==> config.mk <==
export PLATFORM = sky130hd
export DESIGN_NAME = parallel_adder_flat
export DESIGN_NICKNAME = d
export VERILOG_FILES = /design/src/rtl/parallel_adder_if.sv /design/src/rtl/parallel_adder.sv /design/src/flat_wrapper.sv
export SDC_FILE = /design/constraint.sdc
export NUM_CORES = 1
export LEC_CHECK = 0
export CORE_ASPECT_RATIO = 0.8
export CORE_MARGIN = 2
export CORE_UTILIZATION = 50
export CTS_CLUSTER_SIZE = 16
export DETAILED_ROUTE_END_ITERATION = 16
export PLACE_DENSITY = 0.86
export SETUP_SLACK_MARGIN = 0.1
export SYNTH_ARGS = -nofsm -noshare
export SYNTH_HDL_FRONTEND = slang
export SYNTH_SLANG_ARGS = --single-unit
==> constraint.sdc <==
create_clock -name clk -period 4.2 [get_ports clk]
set_input_delay 0.63 -clock clk [delete_from_list [all_inputs] [get_ports clk]]
set_output_delay 0.63 -clock clk [all_outputs]
set_load 0.1 [all_outputs]
==> src/rtl/parallel_adder_if.sv <==
// Operand/result bundle for parallel_adder.
//   master : drives in_valid, a, b, c_in; observes sum, c_out, out_valid
//   slave  : the adder side, samples operands and drives the registered result
interface parallel_adder_if #(
   parameter int W = 64
);
   logic         in_valid;
   logic [W-1:0] a;
   logic [W-1:0] b;
   logic         c_in;
   logic [W-1:0] sum;
   logic         c_out;
   logic         out_valid;

   modport master (
      output in_valid, a, b, c_in,
      input  sum, c_out, out_valid
   );

   modport slave (
      input  in_valid, a, b, c_in,
      output sum, c_out, out_valid
   );
endinterface

==> src/rtl/parallel_adder.sv <==
// W-bit Kogge-Stone adder with one output register stage.
// {c_out, sum} = a + b + c_in, registered one clock after in_valid is sampled.
//   clk  : rising-edge clock
//   rst  : asynchronous active-high reset, clears sum/c_out/out_valid
//   bus  : parallel_adder_if slave (in_valid, a, b, c_in -> sum, c_out, out_valid)
// W must be a power of two in 2..128 and match the interface width.
module parallel_adder #(
   parameter int W = 64
) (
   input  logic                 clk,
   input  logic                 rst,
   parallel_adder_if.slave      bus
);

   localparam int L = $clog2(W);

   if (W < 2 || W > 128 || (W & (W - 1)) != 0) begin : g_bad_w
      $error("parallel_adder: W=%0d must be a power of two in 2..128", W);
   end

   logic [W-1:0] p;
   logic [W-1:0] g0;
   logic [W:0]   carry;
   logic [W-1:0] sum_c;

   assign p  = bus.a ^ bus.b;
   // c_in folded into bit 0 so the prefix tree covers W positions in log2(W) levels.
   assign g0 = (bus.a & bus.b) | {{(W-1){1'b0}}, p[0] & bus.c_in};

   // Group propagate bits below D are never consumed at level k (only carries
   // down there are final), so each level keeps P only for bits >= D.
   genvar k, i;
   for (k = 0; k < L; k++) begin : g_lvl
      localparam int D = 1 << k;
      logic [W-1:0] g_in;
      logic [W-1:0] g_out;
      logic [W-1:D] p_in;

      if (k == 0) begin : g_src
         assign g_in = g0;
         assign p_in = p[W-1:D];
      end else begin : g_src
         assign g_in = g_lvl[k-1].g_out;
         assign p_in = g_lvl[k-1].g_pnext.p_out;
      end

      for (i = 0; i < W; i++) begin : g_g
         if (i >= D) begin : g_comb
            assign g_out[i] = g_in[i] | (p_in[i] & g_in[i-D]);
         end else begin : g_pass
            assign g_out[i] = g_in[i];
         end
      end

      if (k < L - 1) begin : g_pnext
         logic [W-1:2*D] p_out;
         for (i = 2 * D; i < W; i++) begin : g_p
            assign p_out[i] = p_in[i] & p_in[i-D];
         end
      end
   end

   assign carry[0]   = bus.c_in;
   assign carry[W:1] = g_lvl[L-1].g_out;
   assign sum_c      = p ^ carry[W-1:0];

   always_ff @(posedge clk or posedge rst) begin
      if (rst) begin
         bus.sum       <= '0;
         bus.c_out     <= 1'b0;
         bus.out_valid <= 1'b0;
      end else begin
         bus.out_valid <= bus.in_valid;
         if (bus.in_valid) begin
            bus.sum   <= sum_c;
            bus.c_out <= carry[W];
         end
      end
   end

endmodule

==> src/flat_wrapper.sv <==
// flat-port wrapper written by rule: the top's interface ports become plain ports
module parallel_adder_flat 
#(
   parameter int W = 64
)
  (clk, rst, bus_in_valid, bus_a, bus_b, bus_c_in, bus_sum, bus_c_out, bus_out_valid);
  parallel_adder_if #(.W(W)) bus_i ();
  input  logic clk;
  input  logic rst;
  input wire logic [$bits(bus_i.in_valid)-1:0] bus_in_valid;
  input wire logic [$bits(bus_i.a)-1:0] bus_a;
  input wire logic [$bits(bus_i.b)-1:0] bus_b;
  input wire logic [$bits(bus_i.c_in)-1:0] bus_c_in;
  output wire logic [$bits(bus_i.sum)-1:0] bus_sum;
  output wire logic [$bits(bus_i.c_out)-1:0] bus_c_out;
  output wire logic [$bits(bus_i.out_valid)-1:0] bus_out_valid;
  assign bus_i.in_valid = bus_in_valid;
  assign bus_i.a = bus_a;
  assign bus_i.b = bus_b;
  assign bus_i.c_in = bus_c_in;
  assign bus_sum = bus_i.sum;
  assign bus_c_out = bus_i.c_out;
  assign bus_out_valid = bus_i.out_valid;
  parallel_adder #(.W(W)) u_core (.clk(clk), .rst(rst), .bus(bus_i));
endmodule
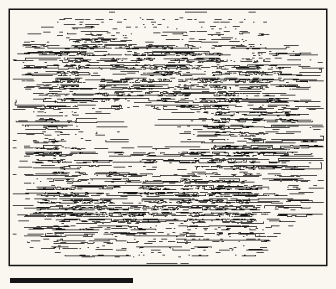
Fig. 1. Metal 1 (run 1).
Bar = 50 um.
996 nets have wire on it. The layer holds 45% of the routed length. The longest straight run is 34.5 um. The layer carries 8370 um of wire.

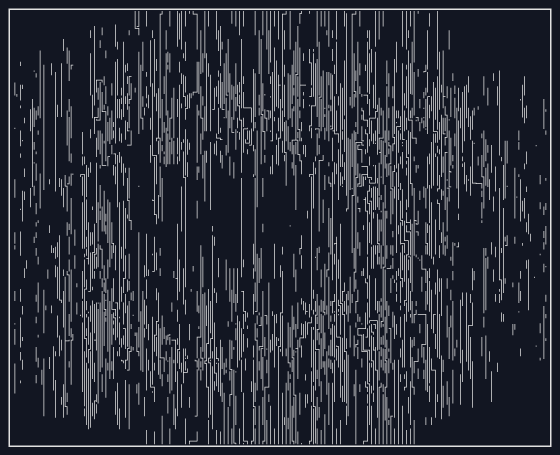
Fig. 2. The metal 2 layer (run 1).
The wires run mostly vertical. The layer holds 45% of the routed length. The layer carries 8390 um of wire. The longest straight run is 43.2 um.

==> summary.txt, run 1 <==
total die size: 13240 um^2
number of standard-cell rows in the floorplan: 36
type of element capturing the critical path: flip-flop
maximum operating frequency: 253.4 MHz
Synth top cells by count: a21oi_1 (75), dfrtp_1 (66), nand2_1 (64)
TAP cells: 152
power in the clock group: 0.000901 W
later-pin clock latency in the skew report: 0.34 ns
Ports: 198
number of filler cells placed in the layout: 957
Sequential cell area: 1652 um^2
Die Span X: 128.2 um
most used standard cell by instance count after synthesis: a21oi_1
share of the yosys chip area belonging to registers: 0.2679
maximum fanout encountered on the critical timing path: 3
non-filler instance count after layout: 1060
Adder Share, Synth: 0.1343
Setup CP Type: input port to flip-flop
met3 layer wire length in the routed design: 1410 um
dominant kind of cell by area: logic gates
largest power group: combinational cells
combinational power: 0.00251 W
total routed wire length on the met1 layer: 8367 um
fraction of synthesized cell area in xor and xnor cells: 0.07813
clock group share of total power: 0.210
transition time at the pin with the least slew margin: 1.032 ns
area fraction of the dominant cell type after synthesis: 0.2679
Longest Clk Path Bufs: 2
clk slew on worst S/H paths: 0.06 ns
first-pass GRT wire length: 29200 um
Unique cell types: 62
share of post-route cells with drive strength above 1: 0.1090
Peak supply drop: 361.7 uV
number of max-capacitance violations reported: 0
Avg WL per Cell: 17.44 um
fraction of standard cell area in multi-input logic: 0.5021
placement-stage cell area: 8307 um^2
Routed WL: 18490 um
power consumed by sequential cells: 0.000890 W
number of enable flip-flop cells: 0
Slew headroom: 0.3096
floorplan core area: 12120 um^2
Multi-Input Combinational: 600
critical path data required time: 4.42 ns
clock buffers created by TritonCTS: 9
Seq cells post-synth: 66
via count: 6340
Setup Buffers After CTS: 0
final clock period utilization by the worst path: 0.9397
area delta synth->final: 40.56%
pre-placement core utilization: 0.5089
Post-Place Worst Slack: -0.1131 ns
worst path arrival time: 4.16 ns
sw frac: 0.5017
Total Negative Setup Slacks: 0 ns
status: finished, final reports clean
number of diodes added for antenna fixing: 0
prevailing post-synth register cell: dfrtp_1
highest-count logic cell in the final layout: clkdlybuf4s50_1
net count entering floorplan: 907
library cell used as clock root buffer: clkbuf_16
buffers added on ports: 197
via count of the first global-routing pass: 5962
Startpoint Class: input port
Placed Cells: 1044
Syn. warnings: 0
remaining design rule violation count: 0
cell with the largest stage delay on the worst path: fa_1
proportion of power drawn by combinational gates: 0.583
Final #Nets: 1100
1st-pass router iterations: 5
CTS sink count: 66
buffering stage count on the worst path with inverters included: 1
Worst Hold Margin: 0.5014 ns
final max-slew violation count: 0
sequential share of cell area: 0.1906
number of cells in the yosys synthesis report: 710
Post-Syn Area: 6166 um^2
sequential share of power: 0.207
Complex Gates by Area: 0.2360
clock buffer count in the final layout: 10
sw power: 0.002157 W
Synth area leaders: dfrtp_1 (27%), ha_1 (13%), mux2_2 (9.5%), a21oi_1 (6.1%), xnor2_1 (4.7%)
remaining antenna violation count after routing: 0
number of gates resized after cts: 0
largest net degree at the start of global routing: 37
CP top delay family: AND-OR/OR-AND gates
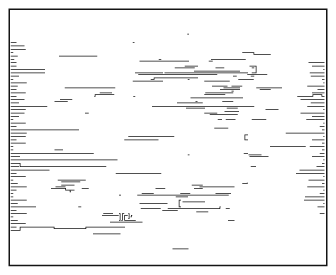
Fig. 3. The metal 3 layer (run 1).
The layer carries 1410 um of wire. The wires run mostly horizontal.

==> run 1: state kept, by name (all words and copies together), names as in the netlist <==
| name | count |
|---|---|
| u_core.bus.c_out | 1 |
| u_core.bus.sum | 64 |
| u_core.bus.out_valid | 1 |
==> run 1: path summary, 6_finish.rpt <==
kind,start,end,depth (start not counted)
setup / recovery,bus_c_in,u_core.bus.sum[62],12
hold / removal,u_core.bus.sum[31],u_core.bus.sum[31],2
setup reg to reg,u_core.bus.sum[60],u_core.bus.sum[60],1
hold reg to reg,u_core.bus.sum[31],u_core.bus.sum[31],2
max in group asynchronous,rst,u_core.bus.sum[45],3
min in group asynchronous,rst,u_core.bus.sum[19],2
==> run 1: routing by layer <==
layer	global-route usage	up-vias
met4	0.07439	0
met2	0.4624	298
met1	0.3774	2985
met5	0	-
li1	-	3031
met3	0.05401	26
--- run 2 (diff from run 1) ---
--- a/config.mk
+++ b/config.mk
@@ -8,6 +8,7 @@
 export CORE_ASPECT_RATIO = 0.8
 export CORE_MARGIN = 2
 export CORE_UTILIZATION = 50
+export CTS_BUF_LIST = sky130_fd_sc_hd__clkbuf_16
 export CTS_CLUSTER_SIZE = 16
 export DETAILED_ROUTE_END_ITERATION = 16
 export PLACE_DENSITY = 0.86
==> run 2 against run 1 <==
  * Synthesized cell count stayed put
  * Worst hold slack about the same
  * Cell area decreased by 0.12%
  * Total power shrank 0.43%
  * Worst setup slack worse by 0.031 ns
  * Synthesized area unchanged
  * Die size unchanged
  * Critical endpoint unchanged
  * Largest power group unchanged
==> summary.txt, run 2 <==
capture point of the critical path: u_core.bus.sum[62]
number of max-capacitance violations reported: 0 (unchanged)
endpoint of the lowest-slack register-to-register path: u_core.bus.sum[60]
Slew headroom: 0.3090 (-0.0006040)
number of cells in the yosys synthesis report: 710 (unchanged)
non-filler instance count after layout: 1060 (unchanged)
number of filler cells placed in the layout: 958 (+0.10%)
clock buffer count in the final layout: 9 (-1)
total die size: 13240 um^2 (unchanged)
fraction of standard cell area in multi-input logic: 0.5027 (+0.0005806)
met3 layer wire length in the routed design: 1443 um (+2.3%)
beginning of the critical path: bus_c_in
Synth top cells by count: a21oi_1 (75), dfrtp_1 (66), nand2_1 (64)
critical register-to-register path startpoint: u_core.bus.sum[60]
leading registers by flop count: u_core.bus.sum x64, u_core.bus.c_out x1, u_core.bus.out_valid x1
maximum operating frequency: 251.4 MHz (-0.79%)
floorplan core area: 12120 um^2 (unchanged)
Final #Nets: 1100 (unchanged)
later-pin clock latency in the skew report: 0.34 ns (about the same)
final max-slew violation count: 0 (unchanged)
Post-Place Worst Slack: -0.1131 ns (unchanged)
worst hold path startpoint: u_core.bus.sum[31]
Worst Hold Margin: 0.5017 ns (+0.0003600 ns)
Total Negative Setup Slacks: 0 ns (unchanged)
transition time at the pin with the least slew margin: 1.033 ns (+0.0009022 ns)
buffers added on ports: 197 (unchanged)
worst path arrival time: 4.20 ns (+0.04 ns)
number of diodes added for antenna fixing: 0 (unchanged)
cell with the largest stage delay on the worst path: fa_1
pre-placement core utilization: 0.5089 (unchanged)
number of enable flip-flop cells: 0 (unchanged)
CTS sink count: 66 (unchanged)
share of the yosys chip area belonging to registers: 0.2679 (unchanged)
most used routing layer in global routing: met2
Post-Syn Area: 6166 um^2 (unchanged)
path depth of the worst reg2reg path: 1 (unchanged)
status: finished, final reports clean
dominant kind of cell by area: logic gates
1st-pass router iterations: 5 (unchanged)
Sequential cell area: 1652 um^2 (unchanged)
number of standard-cell rows in the floorplan: 36 (unchanged)
[run 2: cell counts after synthesis]
No cell type changed its count.
[run 2: kinds of logic (layout without fill, tap and decap cells)]
group / after synthesis / in the layout / synth area share
buffers and inverters: 44 / 242 / 0.02760
muxes: 53 / 53 / 0.09659
adders and majority gates: 65 / 65 / 0.1343
xor gates and xnor gates: 55 / 55 / 0.07812
and+or+nand+nor: 203 / 203 / 0.1595
DFF: 66 / 66 / 0.2679
AOI/OAI and AO/OA: 224 / 224 / 0.2360
[run 2: power by group]
| group | switching, W | total, W | internal, W |
|---|---|---|---|
| logic | 0.00176 | 0.00251 | 0.000749 |
| clock network | 0.000304 | 0.000883 | 0.000579 |
| registers | 0.0000940 | 0.000890 | 0.000796 |
| total | 0.00216 | 0.00428 | 0.00212 |
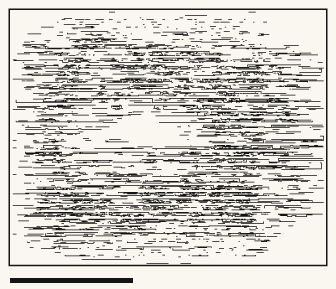
Fig. 4. Metal 1 (run 2).
Bar = 50 um.
The layer holds 45% of the routed length. The longest straight run is 35.4 um. 1001 nets have wire on it. The layer carries 8360 um of wire.

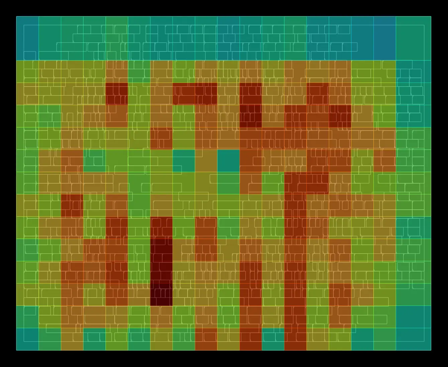
Fig. 5. Congestion heat map (run 2).
global routing usage on met3: 0.05453
met1 track demand over resource: 0.3783
Avg WL per Cell: 17.44 um
met2 GRT Util: 0.4599

Power is estimated from default activity; no workload was simulated.
